===== src/rtl/alu_operand_stage.sv =====
// Execute-stage operand selector: forwards rs1/rs2 from later pipeline
// stages, selects ALU operands A and B, and holds them in a valid/ready
// pipeline register with stall and flush.
module alu_operand_stage #(
   parameter int unsigned XLEN    = 32,
   parameter int unsigned NUM_FWD = 2
) (
   input  logic                    clk,
   input  logic                    rstn,
   input  logic                    in_valid,
   output logic                    in_ready,
   input  logic                    flush,
   input  logic [4:0]              rs1_idx,
   input  logic [4:0]              rs2_idx,
   input  logic [XLEN-1:0]         rs1_data,
   input  logic [XLEN-1:0]         rs2_data,
   input  logic [XLEN-1:0]         pc,
   input  logic [XLEN-1:0]         imm,
   input  logic [1:0]              a_sel,
   input  logic [1:0]              b_sel,
   input  logic [NUM_FWD-1:0]      fwd_valid,
   input  logic [5*NUM_FWD-1:0]    fwd_rd,
   input  logic [XLEN*NUM_FWD-1:0] fwd_data,
   output logic                    out_valid,
   input  logic                    out_ready,
   output logic [XLEN-1:0]         alu_a,
   output logic [XLEN-1:0]         alu_b,
   output logic [XLEN-1:0]         store_data,
   output logic                    illegal_sel
);

   localparam logic [XLEN-1:0] CONST4 = XLEN'(4);

   logic [XLEN-1:0] fwd_rs1;
   logic [XLEN-1:0] fwd_rs2;
   logic [XLEN-1:0] sel_a;
   logic [XLEN-1:0] sel_b;
   logic            hit1;
   logic            hit2;
   logic            accept;

   assign in_ready = !out_valid || out_ready;
   assign accept   = in_valid && in_ready && !flush;

   // Forwarding: lowest-index matching source wins; x0 is never forwarded.
   always_comb begin
      fwd_rs1 = rs1_data;
      fwd_rs2 = rs2_data;
      hit1    = 1'b0;
      hit2    = 1'b0;
      for (int unsigned k = 0; k < NUM_FWD; k++) begin
         if (!hit1 && fwd_valid[k] && (fwd_rd[5*k +: 5] == rs1_idx) && (rs1_idx != 5'd0)) begin
            fwd_rs1 = fwd_data[XLEN*k +: XLEN];
            hit1    = 1'b1;
         end
         if (!hit2 && fwd_valid[k] && (fwd_rd[5*k +: 5] == rs2_idx) && (rs2_idx != 5'd0)) begin
            fwd_rs2 = fwd_data[XLEN*k +: XLEN];
            hit2    = 1'b1;
         end
      end
   end

   // Operand selection; a_sel==3 yields zero and is flagged separately.
   always_comb begin
      sel_a = '0;
      sel_b = '0;
      case (a_sel)
         2'd0:    sel_a = fwd_rs1;
         2'd1:    sel_a = pc;
         default: sel_a = '0;
      endcase
      case (b_sel)
         2'd0:    sel_b = fwd_rs2;
         2'd1:    sel_b = imm;
         2'd2:    sel_b = CONST4;
         default: sel_b = '0;
      endcase
   end

   // Pipeline register: reset, then flush, then accept, then drain on consume.
   always_ff @(posedge clk) begin
      if (!rstn) begin
         out_valid   <= 1'b0;
         alu_a       <= '0;
         alu_b       <= '0;
         store_data  <= '0;
         illegal_sel <= 1'b0;
      end else if (flush) begin
         out_valid <= 1'b0;
      end else if (accept) begin
         out_valid   <= 1'b1;
         alu_a       <= sel_a;
         alu_b       <= sel_b;
         store_data  <= fwd_rs2;
         illegal_sel <= (a_sel == 2'd3);
      end else if (out_ready) begin
         out_valid <= 1'b0;
      end
   end

endmodule


===== config.mk =====
export PLATFORM = sky130hd
export DESIGN_NAME = alu_operand_stage
export DESIGN_NICKNAME = d
export VERILOG_FILES = /design/src/rtl/alu_operand_stage.sv
export SDC_FILE = /design/constraint.sdc
export NUM_CORES = 1
export LEC_CHECK = 0
export CORE_MARGIN = 10
export CORE_UTILIZATION = 33
export CTS_CLUSTER_DIAMETER = 50
export DETAILED_ROUTE_END_ITERATION = 12
export DONT_BUFFER_PORTS = 1
export PLACE_DENSITY = 0.59
export SLEW_MARGIN = 5
export SYNTH_ARGS = -nofsm -noshare
export SYNTH_HDL_FRONTEND = slang
export SYNTH_SLANG_ARGS = --single-unit

===== constraint.sdc =====
create_clock -name clk -period 4.4 [get_ports clk]
set_input_delay 0.66 -clock clk [delete_from_list [all_inputs] [get_ports clk]]
set_output_delay 0.66 -clock clk [all_outputs]
set_load 0.005 [all_outputs]

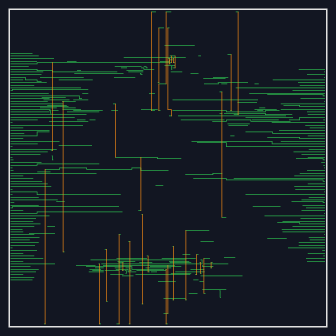
Fig. 1. Metal layers overlaid (run 1).
Two of the layers only.
- orange: met4 (wire length 943 um)
- green: met3 (wire length 4270 um)

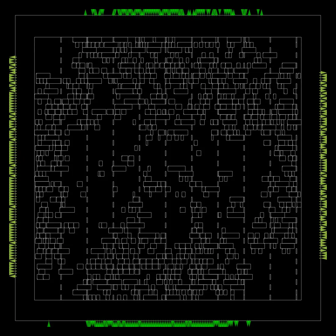
Fig. 2. Placement view (run 1).
flop share of the area: 28.0%
flip-flop and latch count: 98

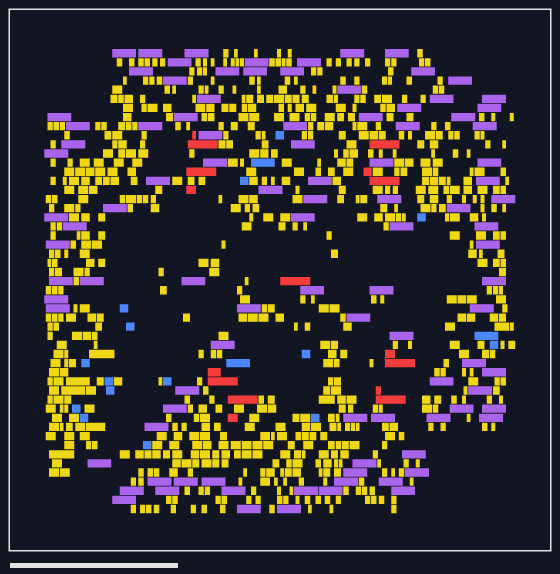
Fig. 3. Cell classes on the final placement (run 1).
Bar = 50 um.
- yellow: all other logic (cells 687; share of their area 64%)
- purple: flip-flops (cells 98; share of their area 29%)
- red: clock drivers and dummy loads (cells 16; share of their area 4.2%)
- blue: other buffers and delay cells (cells 18; share of their area 2.6%)
Core Util, Final: 35.9%
Cell Rows: 51
Final Cell Area: 7020 um^2

## run 1: power groups by stage
| stage | sequential (mW) | clock [mW] | combinational (mW) |
|---|---|---|---|
| after floorplan | 0.986 | 0 | 0.280 |
| after global placement | 1.01 | 0 | 0.380 |
| after detailed placement | 1.01 | 0 | 0.386 |
| after global routing | 0.994 | 0.840 | 0.429 |
| after CTS | 0.989 | 0.805 | 0.387 |
| final | 0.987 | 0.788 | 0.393 |
## run 1: cells in the final DEF (no fill, tap or decap), types with 3 or more instances in the layout
| master | n |
|---|---|
| a31oi_1 | 85 |
| o21ai_0 | 52 |
| xor2_1 | 13 |
| diode_2 | 10 |
| o32ai_1 | 11 |
| nand3_1 | 33 |
| nor3_1 | 3 |
| buf_4 | 15 |
| a211oi_1 | 11 |
| buf_12 | 3 |
| and3_1 | 11 |
| xnor2_1 | 7 |
| o31ai_1 | 53 |
| inv_1 | 66 |
| and2_1 | 3 |
| and4_1 | 65 |
| dfxtp_1 | 98 |
| clkbuf_16 | 9 |
| nor2_1 | 14 |
| o311ai_1 | 32 |
| nand2_1 | 36 |
| a21oi_1 | 150 |
| o31a_1 | 21 |
## run 1: per-stage QoR
step	instance area [um^2]	instances	util, %
after floorplan	6570	891	-
after global placement	6720	1068	34.4
after detailed placement	6720	1068	34.4
after CTS	6990	1084	35.8
final	7020	1094	35.9
after global routing	7000	1088	35.9
## run 1: layout make-up
type | count | area (um^2)
clock buffer | 10 | 229
clock inverter | 6 | 50.0
antenna | 10 | 25.0
tap | 265 | 332
fill | 2134 | 12500
timing repair buffer | 18 | 173
inverter | 67 | 251
sequential | 98 | 1960
multi-input combinational | 620 | 4000
## run 1: flip-flops by register name, summed over array words and instances, names as in the netlist
signal,flops
illegal_sel,1
alu_b,32
alu_a,32
out_valid,1
store_data,32
## run 1: layer usage
metal  track usage (%)  routed length, um
met5                 0                 13
met4              8.89                942
met3              10.4               4270
met1              28.8              13000
met2              38.1              15400
## run 1: critical path, delay by kind of cell
family,cells,cell delay [ns]
AND/OR/NAND/NOR,1,0.56
buffers and inverters,1,0.39
XOR/XNOR,1,0.16
AND-OR/OR-AND,3,0.91
## run 1: worst paths after layout
check / start / to / cells past startpoint
worst max-delay path: fwd_rd[2] / alu_a[3] / 6
worst min-delay path: flush / out_valid / 1
worst max register to register: out_valid / alu_b[2] / 7
worst min register to register: store_data[24] / store_data[24] / 2
## run 1: kinds of logic after synthesis
logic type | synth area share [%]
AOI/OAI and AO/OA | 39.7
xor gates and xnor gates | 2.66
buffers and inverters | 10.2
DFF | 29.8
and+or+nand+nor | 17.5
==> results_dict.tcl, run 1 <==
# yosys + openroad results
set metrics [dict create \
    hold_viol 0 \
    io_buffers 0 \
    area_delta_synth_final_pct 6.78 \
    ys_types 35 \
    grt_max_degree 130 \
    clock.fmax_ghz 0.412 \
    ys_cells 891 \
    power.share.clock_pct 36.3 \
    crit_type "in2reg" \
    vdd_drop_max_v 0.000155 \
    postCtsSetupBuffers 0 \
    tool_warnings 29 \
    clkTransAtPathRegs_ns 0.07 \
    place_congestion 0.868 \
    cts.htree.levels 3 \
    clock.latency.late_pin_ns 0.35 \
    holdWs_ns 0.381 \
    netlist_area_um2 6570 \
    clk_path_buf_depth 2 \
    period_used_pct 55.2 \
    top_cells_by_area "dfxtp_1, a21oi_1, and4_1, a31oi_1, o31ai_1" \
    critPathLaunchType "primary input" \
    cts_tree "yes" \
    crit_chain "xor2_1 > a211oi_4 > and2_1 > buf_4 > a211oi_1 > o32ai_1" \
    setup_viol 0 \
    power_switching_mw 0.717 \
    relSlewSlack_pct 35.4 \
    cts_made_buffers 9 \
    die_width_um 161 \
    die_area_um2 26000 \
    ant_nets 0 \
    r2r_slack_ns 2.44 \
    avgSynthCellArea_um2 7.38 \
    yosysSeqAreaShare_pct 29.8 \
    layout.nets 1037 \
    maxCapViolations 0 \
    avgViaCountPerCell 6.70 \
    cp.arrival_ns 2.69 \
    status "completed" \
    fin_total_pwr_mw 2.17 \
    drive_above_1_share_pct 5.86 \
    drt-total-wl_mm 33.6 \
    rsz0062_at_grt "no" \
    post-route-min-period_ns 2.43 \
    grt-ovfl-total 0 \
    drt_iter0_markers 832 \
    cts_hold_buf 0 \
    intPower_mw 1.45 \
    via_count 7334 \
    dp_slack_ns 1.63 \
    most_common_cell "a21oi_1" \
    hpwl_mm 24.5 \
    top_cells_by_count "a21oi_1, dfxtp_1, clkbuf_1" \
    seq_power_share_pct 45.5 \
    yosysWarnings 0 \
    cp_max_fo 23 \
    design.core.area_um2 19500 \
    fp_nets 1114 \
    drtPass1Iterations 6 \
    drc 0 \
    grt_first_pass_wirelength_mm 48.6 \
    largest_area_cell "dfxtp_1" \
    synth_flops 98 \
    wire_per_inst_um 30.7 \
    ys_area_um2 6570 \
    top_cell_area_share_pct 29.8 \
    dieHeight_um 161 \
    tns_ns 0 \
    p_per_area_nw_per_um2 309 \
    worst_path_max_delay_cell "and2_1" \
    flop_cell "dfxtp_1" \
    required_ns 4.66 \
]
==> inputs of run 2 (changes only) <==
Settings changed: PLACE_DENSITY 0.59 to 0.6.
Clock period 4.4 ns to 2.2 ns, I/O delays scaled along.
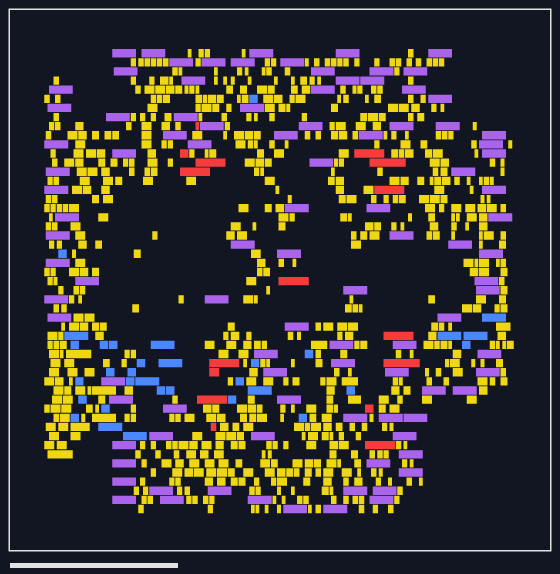
Fig. 4. Cell classes on the final placement (run 2).
Bar = 50 um.
- red: clock drivers and dummy loads (cells 16; share of their area 4.6%)
- yellow: all other logic (cells 687; share of their area 62%)
- purple: flip-flops (cells 98; share of their area 28%)
- blue: other buffers and delay cells (cells 32; share of their area 5.3%)

==> results_dict.tcl, run 2 <==
# yosys + openroad results
set metrics [dict create \
    yosysSeqAreaShare_pct 29.8 \
    via_count 7270 \
    flop_cell "dfxtp_1" \
    status "completed" \
    ys_types 35 \
    r2r_start "out_valid" \
    top_cell_area_share_pct 29.8 \
    worst_path_max_delay_cell "or3_1" \
    ys_cells 891 \
    tool_warnings 26 \
    critPathTopFamily "simple AND/OR/NAND/NOR gates" \
    intPower_mw 3.15 \
    avgSynthCellArea_um2 7.38 \
    grt-ovfl-total 0 \
    crit_type "reg2reg" \
    p_per_area_nw_per_um2 629 \
    period_used_pct 88.0 \
    cts_hold_buf 0 \
    rsz0062_at_grt "no" \
    area_delta_synth_final_pct 10.4 \
    r2r_slack_ns 0.26 \
    layout.nets 1051 \
    comb_area_um2 4010 \
    avgViaCountPerCell 6.57 \
    most_common_cell "a21oi_1" \
    netlist_area_um2 6570 \
    cts_made_buffers 9 \
    required_ns 2.46 \
    dp_slack_ns 0.249 \
    filler_cell_count 2152 \
    fin_util_pct 37.2 \
    drt-total-wl_mm 33.3 \
    tns_ns 0 \
    grt_max_degree 84 \
    relSlewSlack_pct 42.7 \
    cp_max_fo 11 \
    dieHeight_um 161 \
    grt_first_pass_wirelength_mm 47.9 \
    core.rowCount 51 \
    top_regs "alu_a: 32 flops, alu_b: 32 flops, store_data: 32 flops" \
    postCtsSetupBuffers 0 \
    drt_iter0_markers 855 \
    yosysWarnings 0 \
    ant_nets 0 \
    drc 0 \
    maxCapViolations 0 \
    fp_nets 1114 \
    clock.latency.late_pin_ns 0.35 \
    lay_top_cells "a21oi_1, dfxtp_1, a31oi_1" \
    setup_viol 0 \
    power.share.clock_pct 38.9 \
    ys_area_um2 6570 \
    io_buffers 0 \
    path_buffers 1 \
    post-route-min-period_ns 1.94 \
    wire_per_inst_um 30.2 \
    clock.fmax_ghz 0.517 \
    drive_above_1_share_pct 7.44 \
    crit_start "out_valid" \
    top_cells_by_area "dfxtp_1, a21oi_1, and4_1, a31oi_1, o31ai_1" \
    hpwl_mm 24.0 \
    drtPass1Iterations 5 \
    rr_worst_depth 5 \
    cts.htree.levels 3 \
    cts_tree "yes" \
    hold_viol 0 \
    holdWs_ns 0.0544 \
    critPathLaunchType "register" \
    crit_path_end "alu_a[19]" \
    design.core.area_um2 19500 \
]
run 2: cell counts after synthesis:
No cell type changed its count.
run 2: power groups by stage:
stage	registers (mW)	logic (mW)	clock network, mW
2_1_floorplan	1.97	0.560	0
3_3_place_gp	2.02	0.790	0
3_5_place_dp	2.02	0.800	0
4_1_cts	1.98	0.803	1.83
5_1_grt	1.99	0.891	1.88
6_report	1.97	0.816	1.77
run 2: worst min-delay path by stage:
stage               start         to  slack, ns  cells past startpoint
floorplan           flush  out_valid       0.41                      1
global placement    flush  out_valid       0.41                      1
detailed placement  flush  out_valid       0.42                      1
CTS                 flush  out_valid       0.03                      1
global route        flush  out_valid       0.03                      1
finish              flush  out_valid       0.05                      1
run 2: logic make-up after synthesis:
logic type,after synthesis,share of synthesized area [%]
AOI/OAI and AO/OA,418,39.7
and+or+nand+nor,182,17.5
buffers and inverters,173,10.2
DFF,98,29.8
xor gates and xnor gates,20,2.66
run 2: through the flow:
| step | cells | instance area, um^2 |
|---|---|---|
| after floorplan | 891 | 6570 |
| after global placement | 1082 | 6920 |
| after detailed placement | 1082 | 6920 |
| after CTS | 1098 | 7240 |
| after global routing | 1101 | 7240 |
| final | 1106 | 7260 |
run 2: layout make-up:
class | count | share of cell area, %
Antenna cell | 8 | 0.276
Clock buffer | 10 | 3.16
Clock inverter | 6 | 1.22
Inverter | 67 | 3.47
Multi-Input combinational cell | 620 | 55.2
Sequential cell | 98 | 27.0
Tap cell | 265 | 4.57
Timing Repair Buffer | 32 | 5.04
run 2: per-layer routing:
layer,wire [um],track usage [%],vias to the layer above
met5,47,0,-
met4,733,8.15,6
met3,4310,9.30,48
met2,15500,38.7,456
met1,12700,28.6,3480
li1,-,-,3280
==> inputs of run 3 (changes only) <==
Settings changed: CTS_BUF_LIST set to sky130_fd_sc_hd__clkbuf_16.
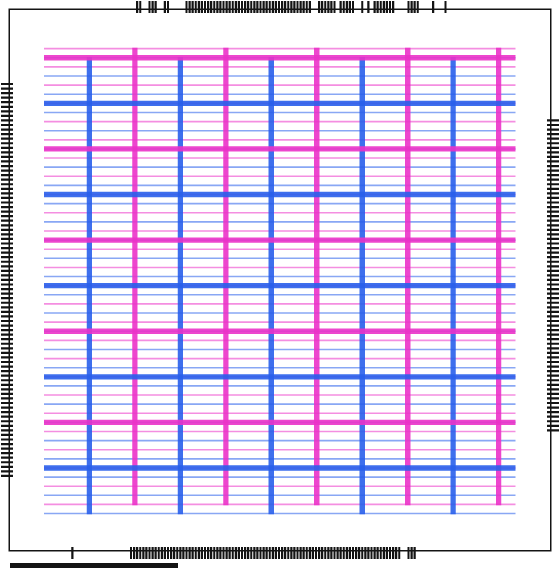
Fig. 5. Supply network (run 3).
Bar = 50 um. Pins as bars on the die edge.
- blue: VSS
- magenta: VDD
- rows: 51
- met1 rails: 52
- signal pins: 322
- met4 straps: 10
- met5 straps: 10

==> results_dict.tcl, run 3 <==
# yosys + openroad results
set metrics [dict create \
    clock-sinks 98 \
    yosysSeqAreaShare_pct 29.8 \
    grt-ovfl-total 0 \
    hold_path.class "in2reg" \
    p_leak_nw 2.73 \
    largest_area_cell "dfxtp_1" \
    async_flop_share_pct 0 \
    place_congestion 0.887 \
    clkTransAtPathRegs_ns 0.08 \
    fp_util_pct 33.7 \
    maxCapViolations 0 \
    ys_types 35 \
    die_area_um2 26000 \
    filler_cell_count 2152 \
    drt-total-wl_mm 33.3 \
    grt_first_pass_wirelength_mm 47.9 \
    fp_nets 1114 \
    post-route-min-period_ns 1.94 \
    cts_root_buffer "clkbuf_16" \
    top_cells_by_count "a21oi_1, dfxtp_1, clkbuf_1" \
    synth-edff-count 0 \
    clock.latency.late_pin_ns 0.35 \
    critPathLaunchType "register" \
    worst_setup_path_end_kind "register" \
    dp_slack_ns 0.249 \
    r2r_slack_ns 0.26 \
    clock.fmax_ghz 0.517 \
    cp.arrival_ns 2.19 \
    core.rowCount 51 \
    fin_cells 1107 \
    period_used_pct 88.0 \
    layout.nets 1051 \
    crit_type "reg2reg" \
    hpwl_mm 24.0 \
    ioPinCount 322 \
    clk_path_buf_depth 2 \
    fin_ws_ns 0.265 \
    yosys.area_share.aoi_pct 39.7 \
    tns_ns 0 \
    lay_top_cells "a21oi_1, dfxtp_1, a31oi_1" \
    top_cells_by_area "dfxtp_1, a21oi_1, and4_1, a31oi_1, o31ai_1" \
    mux_share_pct 0 \
    area_delta_synth_final_pct 10.4 \
    cts_hold_buf 0 \
    synth-simple-area-share_pct 17.5 \
    cp_max_fo 11 \
    io_buffers 0 \
    relSlewSlack_pct 41.9 \
    hold_viol 0 \
    postCtsSetupBuffers 0 \
    drtPass1Iterations 6 \
    grt_use_total_pct 24.0 \
    drt_iter0_markers 858 \
    status "completed" \
    cts.htree.levels 3 \
    via_count 7263 \
    top_logic_kind "AND-OR/OR-AND gates" \
    die_width_um 161 \
    placedCellCount 1082 \
    avgSynthCellArea_um2 7.38 \
    drc 0 \
    grt_max_degree 84 \
    drv_slew 0 \
    ys_area_um2 6570 \
    yosysWarnings 0 \
    tool_warnings 26 \
    top_cell_area_share_pct 29.8 \
    grt_pass1_vias 7017 \
    finClkSkew_ns 0.00835 \
    final_common_cell "a21oi_1" \
    cts_made_buffers 9 \
    wire_per_inst_um 30.1 \
    p_per_area_nw_per_um2 628 \
    top_regs "alu_a: 32 flops, alu_b: 32 flops, store_data: 32 flops" \
    avgViaCountPerCell 6.56 \
    design.core.area_um2 19500 \
    netlist_area_um2 6570 \
    rsz0062_at_grt "no" \
    synth_flops 98 \
    drive_above_1_share_pct 7.44 \
    vdd_drop_max_v 0.000366 \
    worstMarginPinSlew_ns 0.872 \
    synthXorXnorAreaFrac_pct 2.66 \
    cts_tree "yes" \
    setup_viol 0 \
    cts_resized 0 \
    synthCells 891 \
    dieHeight_um 161 \
    adder_share_pct 0 \
    ant_nets 0 \
    required_ns 2.46 \
    flop_cell "dfxtp_1" \
    antenna_found_initial 6 \
    most_common_cell "a21oi_1" \
    ys_cells 891 \
]
[run 3: cell counts after synthesis]
No cell type changed its count.
[run 3: critical path, cell delays in order (launching register included)]
cell,delay (ns)
dfxtp_1,0.33
nor2b_1,0.16
inv_1,0.10
nand3b_1,0.22
or3_1,0.66
o32ai_1,0.37
[run 3: layer usage]
layer / wire length (um) / global-route usage [%] / share of wire, %
met5: 47 / 0 / 0.14
met4: 782 / 8.15 / 2.3
met3: 4030 / 9.30 / 12
met2: 15500 / 38.7 / 47
met1: 12900 / 28.6 / 39
[run 3: logic make-up after synthesis]
logic type	Yosys count
simple gates	182
flops	98
buf+inv	173
compound gates	418
xor+xnor	20
[run 3: worst paths after layout]
| kind | start | end | cells past startpoint |
|---|---|---|---|
| hold / removal | flush | out_valid | 1 |
| hold reg to reg | store_data[26] | store_data[26] | 2 |
| setup / recovery | out_valid | alu_a[19] | 5 |
| setup reg to reg | out_valid | alu_a[19] | 5 |
[run 3: cell type report]
| cell class | instances | area (um^2) | share of cell area [%] |
|---|---|---|---|
| multi-input cells | 620 | 4010 | 55.2 |
| diodes | 9 | 22.5 | 0.310 |
| clock inverters | 7 | 92.6 | 1.28 |
| repair buffers | 32 | 365 | 5.03 |
| clock buffers | 9 | 225 | 3.10 |
| flip-flops and latches | 98 | 1960 | 27.0 |
| well taps | 265 | 332 | 4.57 |
| inverters | 67 | 251 | 3.46 |
[run 3: per-stage QoR]
step	utilization [%]	power [mW]	area [um^2]	hold slack, ns
detailed placement	35.4	2.82	6920	0.415
global placement	35.4	2.81	6920	0.412
floorplan	-	2.53	6570	0.409
global route	37.1	4.75	7240	0.0312
finish	37.2	4.56	7260	0.0541
CTS	37.1	4.61	7240	0.0337
[run 3: where the power goes]
group | internal, mW | switching [mW] | leakage (nW)
Clock | 0.997 | 0.772 | 0.153
Sequential | 1.88 | 0.0974 | 0.804
Combinational | 0.270 | 0.545 | 1.78
Total | 3.14 | 1.41 | 2.73

## Gallery

Clock wires, drivers and flops.
Bar = 50 um.
picture 1
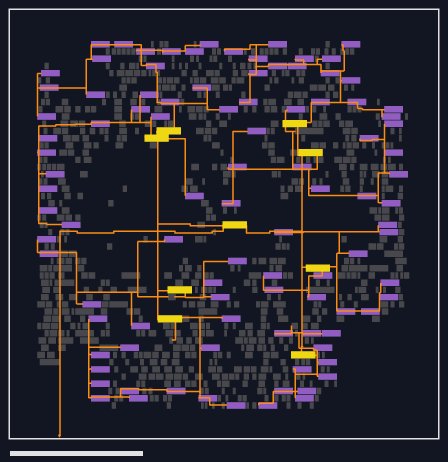
picture 2
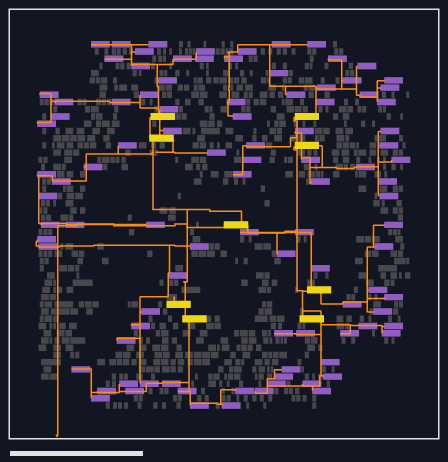
For run 3, see picture 1.
For run 1, see picture 2.

Key to picture 1:
- purple: flip-flops (count 98)
- orange: clock wires (length 1610 um)
- yellow: cells driving clock nets (count 9)
- flops lie: all over the die

No activity file was given, so power comes from the tool's default toggle rates.
